**Run 1: where the registers sit**

Other sequential cells in the stronger grey, the rest of the logic in the fainter grey.
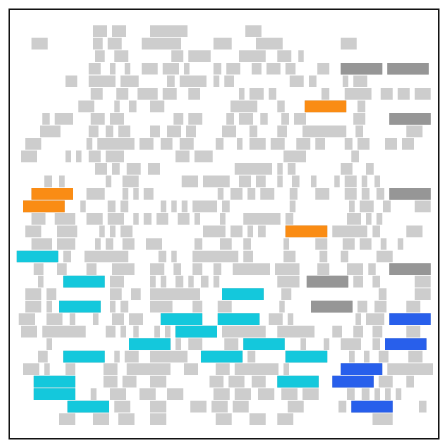
**Run 1: placed standard cells**

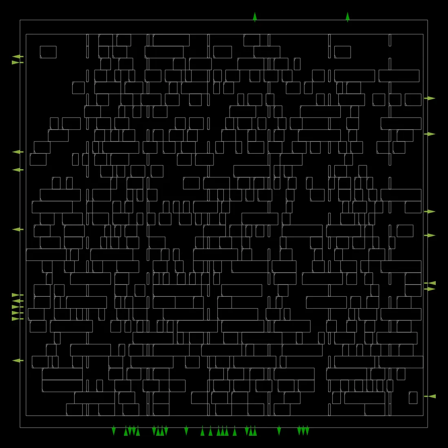
**Run 1: routed clock nets over the placement**

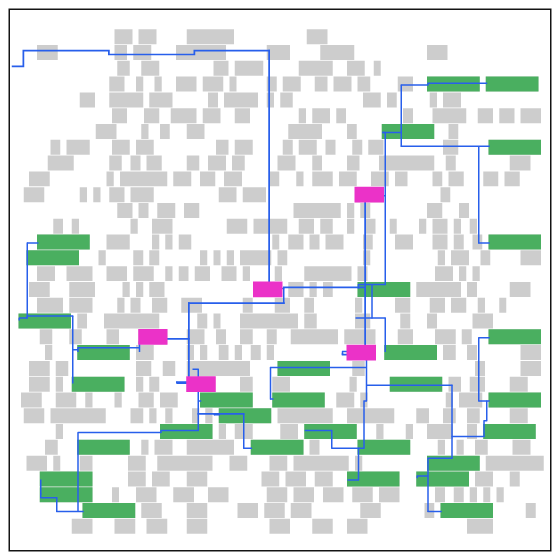
==> config.mk <==
export PLATFORM = sky130hd
export DESIGN_NAME = controle_elevador
export DESIGN_NICKNAME = d
export VERILOG_FILES = /design/src/rtl/elevador_pkg.sv /design/src/rtl/temporizador_elevador.sv /design/src/rtl/controle_elevador.sv
export SDC_FILE = /design/constraint.sdc
export NUM_CORES = 1
export LEC_CHECK = 0
export CAP_MARGIN = 20
export CELL_PAD_IN_SITES_DETAIL_PLACEMENT = 1
export CELL_PAD_IN_SITES_GLOBAL_PLACEMENT = 2
export CORE_UTILIZATION = 37
export CTS_CLUSTER_SIZE = 28
export DETAILED_ROUTE_END_ITERATION = 7
export GPL_TIMING_DRIVEN = 0
export PLACE_DENSITY_LB_ADDON = 0.12
export SLEW_MARGIN = 40
export SYNTH_ARGS = -nofsm -noshare
export SYNTH_HDL_FRONTEND = slang
export SYNTH_SLANG_ARGS = --single-unit
==> constraint.sdc <==
create_clock -name clk -period 10.35 [get_ports clk]
set_clock_uncertainty 0.2 [all_clocks]
set_input_delay 2.5875 -clock clk [delete_from_list [all_inputs] [get_ports clk]]
set_output_delay 2.5875 -clock clk [all_outputs]
set_load 0.01 [all_outputs]
==> flow_summary_export.csv, run 1 <==
group,metric,value,unit
critical_path,rrSetupSlack,6.09,ns
sta,drv_slew,0,
place,io_buffers,42,
clocking,cts_root_buf,"clkbuf_8",
clocking,post_cts_buffers,0,
cells_and_area,design_area,0.00375,sq mm
logic_synthesis,ys_sh_xor,4.16,%
cells_and_area,num_antenna_cells,0,
logic_synthesis,synthesis.area,0.00306,sq mm
run_status,outcome,"finished clean",
grt,grt_pass1_vias,3027,
logic_synthesis,simple_gate_area_share,19.9,%
logic_synthesis,ys_area,0.00306,sq mm
route,drt_iter0_markers,211,
clocking,clk_pin_slew,0.08,ns
logic_synthesis,logic_family,"AND-OR/OR-AND gates",
clocking,htreeDepth,2,
route,highest_layer,"met4",
critical_path,crit_required,10.36,ns
floorplan,io_pins,43,
cells_and_area,layout_top_cell,"clkdlybuf4s50_1",
route,wl,10500,microns
clocking,numClockSinks,32,
floorplan,die_height,93.0,microns
sta,timing_hold_violations_final,0,
logic_synthesis,ys_seq_share,26.1,%
clocking,clock_path_buffers,2,
critical_path,reg2regPathDepth,13,
grt,grt_use_met2,44.7,%
logic_synthesis,avgSynthCellArea,9.40,sq um
hold_path,whs_path_depth,2,
critical_path,crit_fanout,10,
floorplan,die_w,93.0,microns
grt,grt_remaining_overflow,0,
logic_synthesis,synth.most_common_cell,"dfrtp_1",
floorplan,die_area,0.00865,sq mm
clocking,cts_made_buffers,5,
route,wire_per_inst,21.8,microns
logic_synthesis,flop_cell,"dfrtp_1",
logic_synthesis,ys_cells,326,
logic_synthesis,async_reset_ff_share,100,%
place,dp_slack,4.90,ns
logic_synthesis,yosys-top-cells-count,"32 x dfrtp_1, 28 x nor2_1, 19 x nand2_1, 16 x a21oi_1, 15 x o21ai_0",
power_and_ir_drop,finalPower,1220,uW
sta,slew_headroom,54.0,%
sta,grt_setup_unrepaired,"no",
logic_synthesis,ys_ff,32,
grt,grt_max_degree,24,
Back to the opening pictures, 'where the registers sit':
name in the netlist	colour	flops
pendentes	cyan	16
u_temporizador.contagem	blue	5
andar_atual	orange	4
not coloured	7
sequential cell area: 801 sq um
flop share of the area: 21.4%
Final Util: 47.5%

Back to the opening pictures, 'placed standard cells':
Layout fillers: 913
row count: 32
final std cells w/o fill: 479

Back to the opening pictures, 'routed clock nets over the placement':
[clock-net drivers] magenta | count: 5
[flip-flops] green | count: 32
[clock wires] blue | length: 569 microns
routed clock nets	6
Clk network pwr share: 10.6%
clk_lat worst skew: 0.30 ns

[run 1: layout make-up]
type	count	area [sq um]
Buffer	28	168
Clock buffer	5	68.8
Clock inverter	3	46.3
Fill cell	913	4140
Inverter	11	41.3
Multi-Input combinational cell	255	2050
Sequential cell	32	801
Tap cell	102	128
Timing Repair Buffer	43	443
[run 1: critical path: stages]
cell             delay [ns]
clkdlybuf4s50_1        0.42
mux4_1                 0.55
mux4_2                 0.52
nor3_2                 0.20
nor2_1                 0.09
clkbuf_1               0.25
nor2_1                 0.18
o21ai_1                0.13
o31ai_1                0.22
[run 1: power by group]
group / internal [uW] / switching (uW) / total (uW)
Combinational: 359 / 525 / 884
Clock: 72.5 / 56.0 / 129
Sequential: 160 / 45.3 / 206
**Run 1: wire density map**

The bar under the picture is 20 microns long. The die is cut into 19 by 19 equal tiles; dark purple is low, yellow is high, scaled to the fullest tile. Values are wire area over tile area, all layers added.
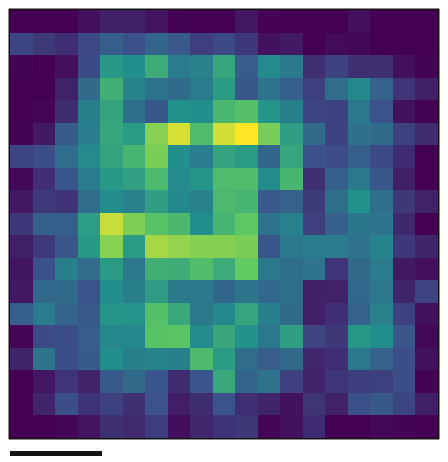

==> run 1 -> run 2 <==
Settings changed: CORE_UTILIZATION 37 to 31.
Clock period 10.35 ns to 4.4 ns, I/O delays scaled along.
**Run 2: wire density map**

The bar under the picture is 20 microns long. The die is cut into 20 by 20 equal tiles; dark purple is low, yellow is high, scaled to the fullest tile. Values are wire area over tile area, all layers added.
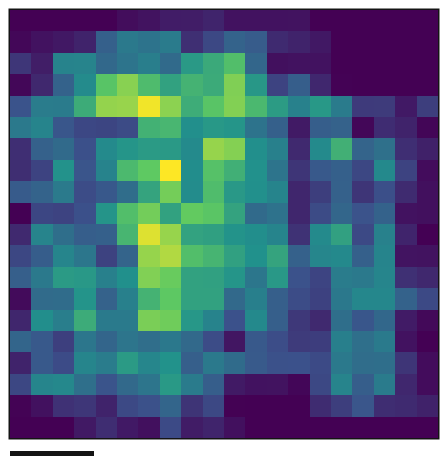
emptiest ninth of the die	upper right
densest ninth of the die	centre
tiles over half the peak	21%
via count: 2911
Global Route Usage Sum: 23.0%
WL final: 11000 microns
DR WL/cell: 21.7 microns

==> run 2 against run 1 <==
Against the previous run:
- final cell count up 5.6%
- clock power up 100%
- die size up 19%
- flip-flop count unchanged
- wire length up 4.9%
- critical endpoint is now u_temporizador.contagem[2]
- critical path type is now register to register
- utilization down 7.2 points
- hold slack better by 0.0026 ns
==> flow_summary_export.csv, run 2 <==
group,metric,value,unit
grt,grt_max_degree,23,
logic_synthesis,simple_gate_area_share,19.9,%
sta,drv_slew,0,
critical_path,cp_common_cell,"buf_6",
cells_and_area,seq_area_share,21.1,%
sta,timing_hold_violations_final,0,
run_status,outcome,"finished clean",
critical_path,critPathTopFamily,"AND-OR/OR-AND gates",
clocking,numClockSinks,32,
clocking,cts_made_buffers,5,
floorplan,io_pins,43,
cells_and_area,comb_cells,255,
power_and_ir_drop,p_clk_share,9.0,%
critical_path,path_cells,"buf_6 -> buf_6 -> clkinv_1 -> ha_1 -> buf_6 -> xor2_1 -> a2bb2oi_1 -> o22ai_1 -> a21oi_1 -> a311oi_4 -> a21boi_1 -> o21a_1 -> o221a_1",
grt,grt_use_met2,40.4,%
cells_and_area,layout_top_cell,"clkdlybuf4s50_1",
place,dp_slack,0.176,ns
logic_synthesis,flop_cell,"dfrtp_1",
cells_and_area,n_all_buffers,72,
cells_and_area,clock_buffers,7,
logic_synthesis,ys_sh_xor,4.16,%
route,highest_layer,"met4",
floorplan,tapcell.inserted,129,
floorplan,die_w,101,microns
place,io_buffers,42,
**Run 2: placed standard cells**

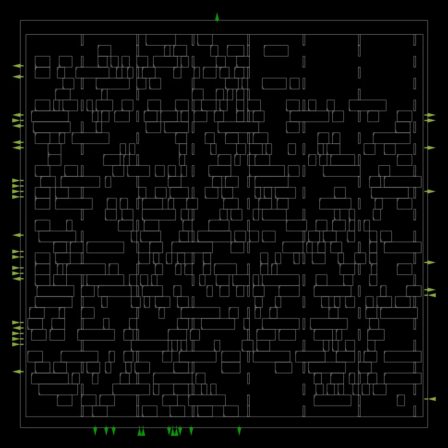
Final Util: 40.3%
CORE AREA: 0.00942 sq mm
Flops: 32

## run 2: cell counts after synthesis
No cell type changed its count.
## run 2: cell families after synthesis
kind of cell | count (synthesis)
AND-OR/OR-AND | 118
AND/OR/NAND/NOR | 107
buffers and inverters | 39
flip-flops | 32
multiplexers | 13
XOR/XNOR | 12
adder cells (fa/ha/maj) | 5
## run 2: power groups by stage
stage | Sequential, uW | Clock [uW] | Combinational (uW)
after floorplan | 483 | 0 | 1470
after global placement | 490 | 0 | 2060
final | 484 | 258 | 2120
after CTS | 486 | 268 | 2080
after global routing | 498 | 281 | 2300
after detailed placement | 492 | 0 | 2070
## run 2: what timing repair did
action	CTS	global route
hold buffers	0	0
setup buffers	0	1
endpoints found under the hold margin	0	0
resized	0	2
endpoints found under the setup margin	0	4
No activity file was given, so power comes from the tool's default toggle rates.
